--- src/rtl/prog_delay_line.sv ---
// Run-time programmable delay line: DEPTH valid-tagged stages with a movable
// output tap (0 = combinational bypass), stall, flush and out-of-range flag.
module prog_delay_line #(
    parameter int unsigned WIDTH     = 8,
    parameter int unsigned DEPTH     = 8,
    parameter int unsigned RESET_DLY = 1
) (
    input  logic                       clk,
    input  logic                       reset_n,
    input  logic                       en,
    input  logic                       clear,
    input  logic [$clog2(DEPTH+1)-1:0] dly,
    input  logic [WIDTH-1:0]           d,
    input  logic                       d_valid,
    output logic [WIDTH-1:0]           q,
    output logic                       q_valid,
    output logic [$clog2(DEPTH+1)-1:0] in_flight,
    output logic                       dly_err
);

    localparam int unsigned DLY_W = $clog2(DEPTH + 1);

    logic [WIDTH-1:0] s_data [DEPTH];
    logic [DEPTH-1:0] s_vld;
    logic [DLY_W-1:0] dly_q;
    logic             dly_over;
    logic [WIDTH-1:0] tap_data;
    logic             tap_vld;
    logic [DLY_W-1:0] vld_cnt;

    assign dly_over = (dly > DLY_W'(DEPTH));

    // Data bits only move on enabled, non-flush edges; a flush leaves them in place.
    always_ff @(posedge clk or negedge reset_n) begin
        if (!reset_n) begin
            for (int k = 0; k < int'(DEPTH); k++) begin
                s_data[k] <= '0;
            end
        end else if (en && !clear) begin
            s_data[0] <= d;
            for (int k = 1; k < int'(DEPTH); k++) begin
                s_data[k] <= s_data[k-1];
            end
        end
    end

    always_ff @(posedge clk or negedge reset_n) begin
        if (!reset_n) begin
            s_vld <= '0;
        end else if (clear) begin
            s_vld <= '0;
        end else if (en) begin
            s_vld[0] <= d_valid;
            for (int k = 1; k < int'(DEPTH); k++) begin
                s_vld[k] <= s_vld[k-1];
            end
        end
    end

    // Delay request is sampled every edge; a fresh out-of-range request wins over clear.
    always_ff @(posedge clk or negedge reset_n) begin
        if (!reset_n) begin
            dly_q   <= DLY_W'(RESET_DLY);
            dly_err <= 1'b0;
        end else begin
            dly_q   <= dly_over ? DLY_W'(DEPTH) : dly;
            dly_err <= dly_over | (dly_err & ~clear);
        end
    end

    // Tap select and popcount of the stages that make up the active delay.
    always_comb begin
        tap_data = '0;
        tap_vld  = 1'b0;
        vld_cnt  = '0;
        for (int k = 0; k < int'(DEPTH); k++) begin
            if (DLY_W'(k + 1) == dly_q) begin
                tap_data = s_data[k];
                tap_vld  = s_vld[k];
            end
            if (DLY_W'(k) < dly_q) begin
                vld_cnt = vld_cnt + DLY_W'(s_vld[k]);
            end
        end
    end

    assign q         = (dly_q == '0) ? d : tap_data;
    assign q_valid   = (dly_q == '0) ? (d_valid & ~clear) : tap_vld;
    assign in_flight = vld_cnt;

endmodule

--- config.mk ---
export PLATFORM = sky130hd
export DESIGN_NAME = prog_delay_line
export DESIGN_NICKNAME = d
export VERILOG_FILES = /design/src/rtl/prog_delay_line.sv
export SDC_FILE = /design/constraint.sdc
export NUM_CORES = 1
export LEC_CHECK = 0
export ABC_AREA = 1
export CAP_MARGIN = 30
export CORE_UTILIZATION = 30
export CTS_BUF_LIST = sky130_fd_sc_hd__clkbuf_8
export CTS_CLUSTER_DIAMETER = 50
export CTS_CLUSTER_SIZE = 8
export DETAILED_ROUTE_END_ITERATION = 7
export DONT_BUFFER_PORTS = 1
export GPL_TIMING_DRIVEN = 0
export PLACE_DENSITY = 0.42
export SETUP_SLACK_MARGIN = 0.4
export SLEW_MARGIN = 5
export SYNTH_ARGS = -nofsm -noshare
export SYNTH_HDL_FRONTEND = slang
export SYNTH_SLANG_ARGS = --single-unit
export TNS_END_PERCENT = 1
--- constraint.sdc ---
create_clock -name clk -period 9.6 [get_ports clk]
set_input_delay 1.92 -clock clk [delete_from_list [all_inputs] [get_ports clk]]
set_output_delay 1.92 -clock clk [all_outputs]
set_load 0.01 [all_outputs]
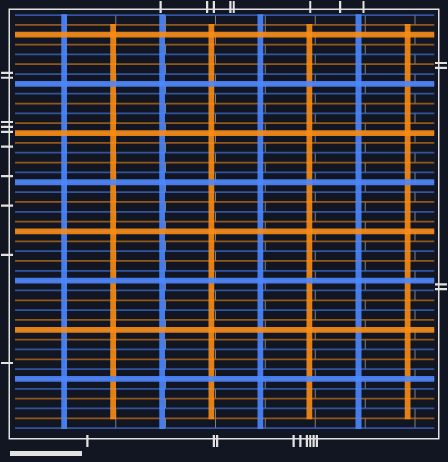
**Above:** supply network.
Bar = 20 um. Pins as bars on the die edge. Tap cells in grey.
legend:
  blue:
    net: VSS
  orange:
    net: VDD
met5 straps: 8
met4 straps: 8
core area: 13200 um2
Die Y: 118 um
Peak VDD IR: 0.0654 mV

==> results.ini <==
[status]
status=finished clean

[setup_path]
required_ns=7.68
end_kind=output pin
reg2regPathDepth=1

[timing]
max_freq_ghz=0.139
worst_pin_slew_ns=0.875
fin_crit_ns=7.21
finClkSkew_ns=0.0138

[clock_tree]
cts_made_buffers=9
ctsResizeCount=0

[synthesis]
synth.area.mux_share_pct=1.39
synth_top_cell_by_count=nand2_1
synth_area_um2=4060
adder_share_pct=3.70
synth_area_per_cell_um2=7.92
syn_nets=542

[final_layout]
lay_top_count=nand2_1
logic_gates=333
antenna_cells=0
n_all_buffers=18
final-clk-cell-share_pct=4.30
num-nonclk-inverters=86

[placed_design]
gp_congestion=0.775
io_buffer_count=0

[power_and_ir_drop]
pwr-share-comb_pct=15.5
leakage_nw=2.23

[grt]
use_met3_pct=2.22
grt_pass1_vias=3532
antenna_found_initial=0

[die]
io_pins=31

[routing]
drt-vias-per-instance=4.85

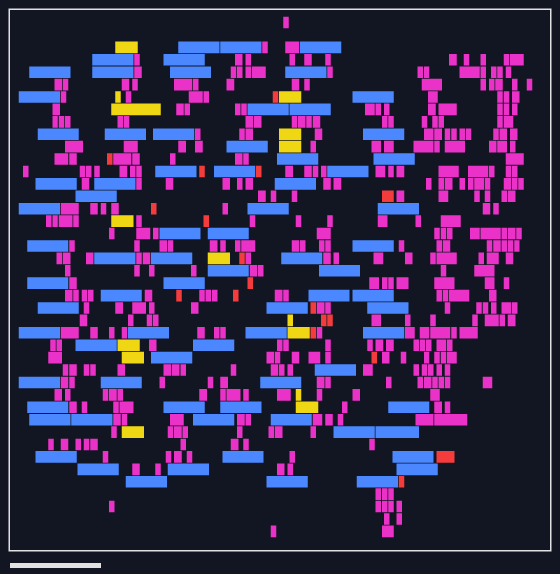
**Above:** placed cells, one colour a class.
Bar = 20 um.
legend:
  blue:
    class: registers
    cells: 77
    share_of_their_area: 45%
  red:
    class: remaining buffers and delay cells
    cells: 18
    share_of_their_area: 1.8%
  yellow:
    class: clock drivers and dummy loads
    cells: 15
    share_of_their_area: 4.5%
  magenta:
    class: remaining logic cells
    cells: 419
    share_of_their_area: 48%
num rows: 42
flop share of the area: 43.0%
design area: 4480 um2
final core area utilization: 33.8%

[critical path: cells and delay by family (launching register included)]
kind	cells	cell delay (ns)
xor+xnor	1	0.25
compound gates	2	0.26
fa+ha+maj	8	2.02
simple gates	15	1.74
flops	1	0.38
buf+inv	3	0.29
[flip-flops by register name, indices dropped and copies added (netlist names)]
register  count
s_vld         8
dly_err       1
dly_q         4
s_data       64
[power groups by stage]
stage	clock network, mW	logic, mW	registers, mW
global placement	0	0.121	0.413
detailed placement	0	0.123	0.414
floorplan	0	0.0932	0.406
finish	0.251	0.121	0.408
CTS	0.259	0.124	0.408
global route	0.269	0.142	0.415
[metrics by stage]
step	instances	power [mW]
3_3_place_gp	689	0.534
5_1_grt	705	0.826
3_5_place_dp	690	0.537
6_report	705	0.780
2_1_floorplan	513	0.499
4_1_cts	705	0.790
Power and IR drop assume default switching activity.
